**src/rtl/mbisr_pkg.sv**
```systemverilog
// Shared types and sizing helpers for the MBIST repair controller.
package mbisr_pkg;

  // Sequencer states, 3-bit encoding.
  typedef enum logic [2:0] {
    ST_IDLE   = 3'd0,
    ST_CLEAR  = 3'd1,
    ST_LAUNCH = 3'd2,
    ST_RUN    = 3'd3,
    ST_REPORT = 3'd4
  } state_t;

  // Width of a counter able to hold 0..n.
  function automatic int cnt_w(input int n);
    return $clog2(n + 1);
  endfunction

  // Width of an index into n entries (at least one bit).
  function automatic int idx_w(input int n);
    return (n > 1) ? $clog2(n) : 1;
  endfunction

endpackage

```
**src/rtl/mbisr_repair_cam.sv**
```systemverilog
// Repair table: NUM_SPARES x {valid, addr} with a capture match port,
// a mission match port, lowest-free allocation and bulk clear.
module mbisr_repair_cam
  import mbisr_pkg::*;
#(
  parameter int ADDR_WIDTH = 8,
  parameter int NUM_SPARES = 4,
  localparam int IDX_W = idx_w(NUM_SPARES)
) (
  input  logic                  clk,
  input  logic                  rst,
  input  logic                  clr,
  input  logic                  alloc,
  input  logic [ADDR_WIDTH-1:0] alloc_addr,
  input  logic [ADDR_WIDTH-1:0] cap_addr,
  output logic                  cap_hit,
  input  logic [ADDR_WIDTH-1:0] mis_addr,
  output logic                  mis_hit,
  output logic [IDX_W-1:0]      mis_idx,
  output logic                  full
);

  logic                  valid_q [NUM_SPARES];
  logic                  valid_d [NUM_SPARES];
  logic [ADDR_WIDTH-1:0] addr_q  [NUM_SPARES];
  logic [ADDR_WIDTH-1:0] addr_d  [NUM_SPARES];
  logic [NUM_SPARES-1:0] valid_vec;
  logic [NUM_SPARES-1:0] cap_match;
  logic [NUM_SPARES-1:0] mis_match;
  logic [IDX_W-1:0]      free_idx;

  genvar gi;
  generate
    for (gi = 0; gi < NUM_SPARES; gi++) begin : g_entry
      assign valid_vec[gi] = valid_q[gi];
      assign cap_match[gi] = valid_q[gi] && (addr_q[gi] == cap_addr);
      assign mis_match[gi] = valid_q[gi] && (addr_q[gi] == mis_addr);

      // Entry update: clear wins, otherwise only the lowest free slot takes an allocation.
      always_comb begin
        valid_d[gi] = valid_q[gi];
        addr_d[gi]  = addr_q[gi];
        if (clr) begin
          valid_d[gi] = 1'b0;
        end else if (alloc && !full && (free_idx == IDX_W'(gi))) begin
          valid_d[gi] = 1'b1;
          addr_d[gi]  = alloc_addr;
        end
      end

      // Entry storage.
      always_ff @(posedge clk) begin
        if (rst) begin
          valid_q[gi] <= 1'b0;
          addr_q[gi]  <= '0;
        end else begin
          valid_q[gi] <= valid_d[gi];
          addr_q[gi]  <= addr_d[gi];
        end
      end
    end
  endgenerate

  assign full    = &valid_vec;
  assign cap_hit = |cap_match;
  assign mis_hit = |mis_match;

  // Lowest free index and matching index; entries are unique so any match is the match.
  always_comb begin
    free_idx = '0;
    mis_idx  = '0;
    for (int i = NUM_SPARES - 1; i >= 0; i--) begin
      if (!valid_vec[i]) free_idx = IDX_W'(i);
      if (mis_match[i])  mis_idx  = IDX_W'(i);
    end
  end

endmodule

```
**src/rtl/mbisr_repair_ctrl.sv**
```systemverilog
// Test-and-repair sequencer: launches MBIST, logs unique failing addresses,
// owns the memory port and redirects repaired addresses to spare words.
module mbisr_repair_ctrl
  import mbisr_pkg::*;
#(
  parameter int ADDR_WIDTH = 8,
  parameter int DATA_WIDTH = 8,
  parameter int NUM_SPARES = 4,
  localparam int CNT_W = cnt_w(NUM_SPARES),
  localparam int IDX_W = idx_w(NUM_SPARES)
) (
  input  logic                  clk,
  input  logic                  rst,
  input  logic                  bist_req,
  input  logic                  sys_we,
  input  logic [ADDR_WIDTH-1:0] sys_addr,
  input  logic [DATA_WIDTH-1:0] sys_wdata,
  output logic [DATA_WIDTH-1:0] sys_rdata,
  output logic                  sys_ready,
  output logic                  mb_start,
  input  logic                  mb_done,
  input  logic                  mb_fail_valid,
  input  logic [ADDR_WIDTH-1:0] mb_fail_addr,
  input  logic                  mb_we,
  input  logic [ADDR_WIDTH-1:0] mb_addr,
  input  logic [DATA_WIDTH-1:0] mb_wdata,
  output logic                  mem_we,
  output logic [ADDR_WIDTH-1:0] mem_addr,
  output logic [DATA_WIDTH-1:0] mem_wdata,
  input  logic [DATA_WIDTH-1:0] mem_rdata,
  output logic                  busy,
  output logic                  repair_done,
  output logic                  repair_ok,
  output logic [CNT_W-1:0]      fail_count,
  output logic                  overflow
);

  state_t           state_q, state_d;
  logic             mb_start_q, busy_q, repair_done_q, sys_ready_q;
  logic             repair_ok_q, repair_ok_d, overflow_q, overflow_d;
  logic [CNT_W-1:0] fail_count_q, fail_count_d;
  logic             cam_clr, cam_alloc, cap_hit, mis_hit, full;
  logic [IDX_W-1:0] mis_idx;

  logic [DATA_WIDTH-1:0] spare_q [NUM_SPARES];
  logic [DATA_WIDTH-1:0] spare_d [NUM_SPARES];

  mbisr_repair_cam #(
    .ADDR_WIDTH (ADDR_WIDTH),
    .NUM_SPARES (NUM_SPARES)
  ) u_cam (
    .clk        (clk),
    .rst        (rst),
    .clr        (cam_clr),
    .alloc      (cam_alloc),
    .alloc_addr (mb_fail_addr),
    .cap_addr   (mb_fail_addr),
    .cap_hit    (cap_hit),
    .mis_addr   (sys_addr),
    .mis_hit    (mis_hit),
    .mis_idx    (mis_idx),
    .full       (full)
  );

  // Sequencer next state, fail capture and repair status.
  always_comb begin
    state_d      = state_q;
    repair_ok_d  = repair_ok_q;
    overflow_d   = overflow_q;
    fail_count_d = fail_count_q;
    cam_clr      = 1'b0;
    cam_alloc    = 1'b0;
    case (state_q)
      ST_IDLE:   if (bist_req) state_d = ST_CLEAR;
      ST_CLEAR: begin
        cam_clr      = 1'b1;
        fail_count_d = '0;
        overflow_d   = 1'b0;
        repair_ok_d  = 1'b0;
        state_d      = ST_LAUNCH;
      end
      ST_LAUNCH: state_d = ST_RUN;
      ST_RUN: begin
        // A fail in the mb_done cycle is still captured before REPORT reads overflow.
        if (mb_fail_valid && !cap_hit) begin
          if (!full) begin
            cam_alloc    = 1'b1;
            fail_count_d = fail_count_q + CNT_W'(1);
          end else begin
            overflow_d = 1'b1;
          end
        end
        if (mb_done) state_d = ST_REPORT;
      end
      ST_REPORT: begin
        repair_ok_d = ~overflow_q;
        state_d     = ST_IDLE;
      end
      default:   state_d = ST_IDLE;
    endcase
  end

  // Sequencer registers; status outputs are registered decodes of the next state.
  always_ff @(posedge clk) begin
    if (rst) begin
      state_q       <= ST_IDLE;
      mb_start_q    <= 1'b0;
      busy_q        <= 1'b0;
      repair_done_q <= 1'b0;
      sys_ready_q   <= 1'b1;
      repair_ok_q   <= 1'b0;
      overflow_q    <= 1'b0;
      fail_count_q  <= '0;
    end else begin
      state_q       <= state_d;
      mb_start_q    <= (state_d == ST_LAUNCH);
      busy_q        <= (state_d != ST_IDLE);
      repair_done_q <= (state_d == ST_REPORT);
      sys_ready_q   <= (state_d == ST_IDLE);
      repair_ok_q   <= repair_ok_d;
      overflow_q    <= overflow_d;
      fail_count_q  <= fail_count_d;
    end
  end

  genvar gi;
  generate
    for (gi = 0; gi < NUM_SPARES; gi++) begin : g_spare
      // Spare word takes functional writes aimed at its repaired address.
      always_comb begin
        spare_d[gi] = spare_q[gi];
        if ((state_q == ST_IDLE) && sys_we && mis_hit && (mis_idx == IDX_W'(gi)))
          spare_d[gi] = sys_wdata;
      end

      // Spare word storage.
      always_ff @(posedge clk) begin
        if (rst) spare_q[gi] <= '0;
        else     spare_q[gi] <= spare_d[gi];
      end
    end
  endgenerate

  // Memory port ownership and mission-mode remap.
  always_comb begin
    mem_we    = 1'b0;
    mem_addr  = sys_addr;
    mem_wdata = sys_wdata;
    sys_rdata = mem_rdata;
    case (state_q)
      ST_IDLE: begin
        mem_we = sys_we && !mis_hit;
        if (mis_hit) sys_rdata = spare_q[mis_idx];
      end
      ST_LAUNCH, ST_RUN: begin
        mem_we    = mb_we;
        mem_addr  = mb_addr;
        mem_wdata = mb_wdata;
      end
      default: mem_we = 1'b0;
    endcase
  end

  assign mb_start    = mb_start_q;
  assign busy        = busy_q;
  assign repair_done = repair_done_q;
  assign sys_ready   = sys_ready_q;
  assign repair_ok   = repair_ok_q;
  assign overflow    = overflow_q;
  assign fail_count  = fail_count_q;

endmodule
```
**config.mk**
```make
export PLATFORM = sky130hd
export DESIGN_NAME = mbisr_repair_ctrl
export DESIGN_NICKNAME = d
export VERILOG_FILES = /design/src/rtl/mbisr_pkg.sv /design/src/rtl/mbisr_repair_cam.sv /design/src/rtl/mbisr_repair_ctrl.sv
export SDC_FILE = /design/constraint.sdc
export NUM_CORES = 1
export LEC_CHECK = 0
export CAP_MARGIN = 0
export CORE_MARGIN = 2
export CORE_UTILIZATION = 53
export CTS_CLUSTER_DIAMETER = 100
export DETAILED_ROUTE_END_ITERATION = 6
export PLACE_DENSITY = 0.8
export SLEW_MARGIN = 20
export SYNTH_ARGS = -nofsm -noshare
export SYNTH_HDL_FRONTEND = slang
export SYNTH_SLANG_ARGS = --single-unit
```
**constraint.sdc**
```tcl
create_clock -name clk -period 3.15 [get_ports clk]
set_input_delay 0.63 -clock clk [delete_from_list [all_inputs] [get_ports clk]]
set_output_delay 0.63 -clock clk [all_outputs]
set_load 0.01 [all_outputs]
```
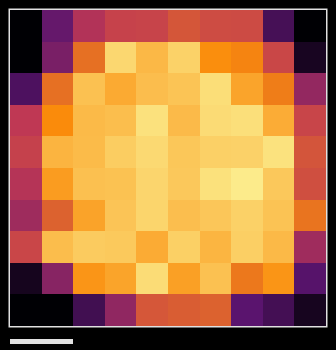
density.png
The bar under the picture is 20 um long. The die is cut into 10 by 10 equal tiles; black is low, pale yellow is high, 0 to 100% covered.
mean over tiles: 66%
nearly empty tiles: 5.0%
fullest tile: 96%
densest ninth of the die: center
tiles over 75% full: 54%

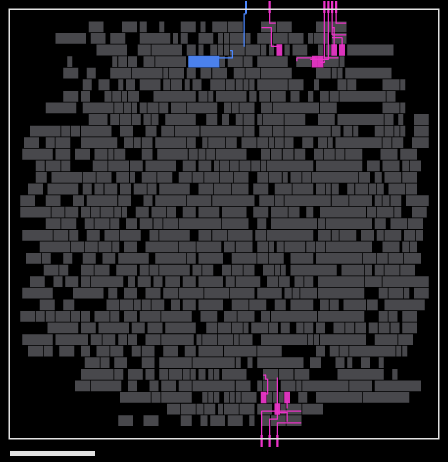
port_nets.png
The bar under the picture is 20 um long.
| color | port | bits | direction | end cells | buffers | wire |
|---|---|---|---|---|---|---|
| blue | mb_start | 1 | output | 1 | 1 | 14.2 um |
| magenta | mem_wdata | 8 | output | 8 | 8 | 124 um |

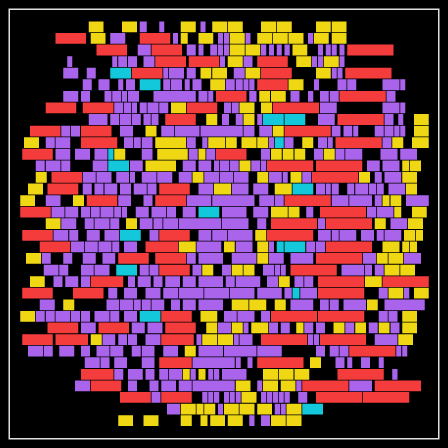
cell_classes.png
| color | class | cells | share of their area |
|---|---|---|---|
| cyan | clock drivers and dummy loads | 16 | 2.8% |
| purple | all other logic | 410 | 47% |
| yellow | other buffers and delay cells | 152 | 21% |
| red | flip-flops | 80 | 29% |

==> impl_metrics.yaml <==
# synthesis and place-and-route metrics
outcome:
  run_status: "complete, but fails checks"
  violations: "setup timing"
cts:
  cts_resized: 101
  cts-htree-levels: 3
  cts.hold.buffers_added: 0
  post-cts-setup-buffers: 12
  clkSlewWorstSetupHoldPaths_ns: 0.08
  cts-root-buf: "clkbuf_8"
  cts_buffer_depth: 2
  cts_inserted_buffers: 9
  cts_tree: "done"
  clk_latency_ns: 0.36
  clock-sinks: 80
logic_synthesis:
  simple_gate_share_pct: 26.1
  avgSynthCellArea_sq_um: 9.33
  syn_area_sq_um: 4940
  aoi_share_pct: 8.41
  synthCells: 529
  syn_nets: 585
  yosysSeqAreaShare_pct: 38.9
  synth-main-ff-cell: "dfxtp_1"
  synth.area.mux_share_pct: 8.72
  largest_area_cell: "dfxtp_1"
  synth.most_common_cell: "nand2_1"
  synth_warnings: 0
  synthArstFlopShare_pct: 0
  synth_stat.cells: 529
  synthXorXnorAreaFrac_pct: 12.0
  adder_share_pct: 0.253
  ys_ff: 80
  synth.area.top_cells: "dfxtp_1 (19%), edfxtp_1 (19%), xnor2_1 (8.2%)"
  synthTopCellsByCount: "nand2_1 (60), dfxtp_1 (48), xnor2_1 (46)"
  synth-edff-count: 32
  synth.distinct_cells: 50
  top_cell_area_share_pct: 19.5
sta:
  skew_ns: 0.00900
  finalCritPeriodShare_pct: 100
  slew_headroom_pct: 40.2
  post-route-min-period_ns: 3.16
  setup_violations: 1
  fin_ws_ns: -0.00808
  rsz0062_at_grt: "true"
  hold_ws_ns: 0.474
  worst_pin_slew_ns: 0.892
  hold_viol_final: 0
  max_freq_ghz: 0.317
grt:
  antenna_found_initial: 0
  grt_pass1_wl_um: 22000
  grt.overflow.total: 0
  grt_max_degree: 59
  grt_pass1_vias: 4363
layout:
  n_antenna_cell: 0
  drive_above_1_share_pct: 25.1
  mostFrequentLayoutCell: "clkdlybuf4s50_1"
  clk_share_pct: 2.73
  fill_cells: 597
  comb.multi_input.count: 393
  final_area_sq_um: 6790
  buffers: 152
  stdcell_count: 769
  comb_area_share_pct: 45.6
  sh_seq_area_pct: 28.5
  mi_logic_area_sq_um: 3090
  seq_area_sq_um: 1930
  mostFrequentLayoutCells: "clkdlybuf4s50_1 (72), nand2_1 (57), buf_4 (52)"
  inverters: 17
  seq_cells: 80
  num-nets-final: 709
  syn_to_final_growth_pct: 37.4
  dominant-cell-class: "multi-input combinational cells"
  largest_registers: "spare_q (32), u_cam.addr_q (32), u_cam.valid_q (4)"
  buf_share_pct: 20.2
die:
  dieWidth_um: 101
  io_pins: 89
  fp.coreArea_sq_um: 9150
  tapCellCount: 111
  die-area_sq_um: 10100
  fp_util_pct: 53.9
  die_h_um: 101
  fp-row-count: 35
setup_path:
  startpoint: "sys_addr[7]"
  reg2reg_to: "spare_q[2][5]$_SDFFCE_PN0P_"
  path_common_cell: "buf_4"
  crit_cells: 10
  arrival_ns: 2.53
  critPathMaxFanout: 5
  cp.required_ns: 2.52
  worst_setup_path_start_kind: "input port"
  worstSetupEndpoint: "sys_rdata[7]"
  worstSetupPathType: "input port to output port"
  worst-path-buf-inv: 4
  r2r-start: "state_q[1]$_SDFF_PP0_"
  slowest_delay_ns: 0.30
  path_delay_family: "buffers and inverters"
  worst_path_max_delay_cell: "mux2_1"
  crit_chain: "buf_4, buf_6, xnor2_1, nand4_1, nor3_4, nor3_2, a21bo_2, buf_4, mux2_1, buf_2"
  r2r_slack_ns: 0.71
  r2r_cells: 6
power_and_ir_drop:
  total_power_mw: 2.27
  leakage_nw: 2.80
  peakVddDrop_uv: 178
  power.density_nw_per_um2: 334
flow_run:
  timing.max_cap.violations: 0
  tool_warnings: 27
placed_design:
  dpl.cell_count: 729
  hpwl_um: 9980
  place.gp.congestion: 0.946
  port_buffers: 88
  dpl-instance-area_sq_um: 6100
worst_hold_path:
  hold_depth: 2
detailed_routing:
  wirelength_um: 14900
  ant_nets: 0
  drc: 0
  drt-wirelength-per-cell_um: 19.4
  dr_total_vias: 4511
  drt-vias-per-instance: 5.87
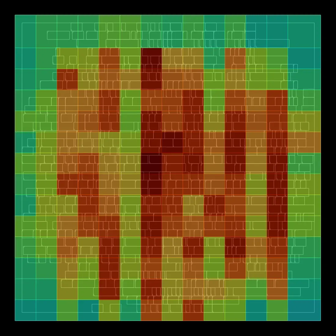
final_congestion.png
GR Layer Usage met3: 3.68%
met1 usage: 33.2%
total track usage: 28.6%
busiest grt layer: met2
final core utilization: 74.1%

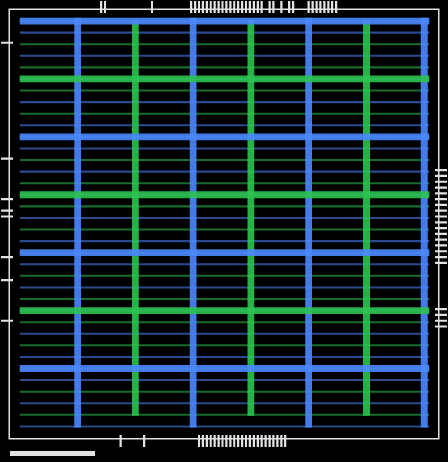
pdn.png
The bar under the picture is 20 um long. Pins as bars on the die edge.
| color | net |
|---|---|
| green | VDD |
| blue | VSS |
signal pins: 89
met5 straps: 7
met4 straps: 7
met1 rails: 36

-- power breakdown --
part	total [mW]	switching, mW	internal (mW)
Clock	0.723	0.368	0.354
Combinational	0.432	0.209	0.223
Sequential	1.11	0.0191	1.09
Total	2.27	0.596	1.67
-- per-stage QoR --
step | setup WS [ns] | setup TNS [ns]
2_1_floorplan | 0.224 | 0
3_3_place_gp | -0.645 | -5.37
3_5_place_dp | -0.762 | -6.34
4_1_cts | 0.00534 | 0
5_1_grt | -0.0644 | -0.310
6_report | -0.00808 | -0.00808
-- metal layers --
| metal | up-vias | wire length (um) | track usage [%] |
|---|---|---|---|
| met4 | 0 | 623 | 14.3 |
| li1 | 2106 | - | - |
| met3 | 47 | 807 | 3.68 |
| met2 | 200 | 7850 | 51.7 |
| met1 | 2158 | 5610 | 33.2 |
| met5 | - | 0 | 0 |
Power figures rest on the tool's default switching activity, not on a simulated workload.
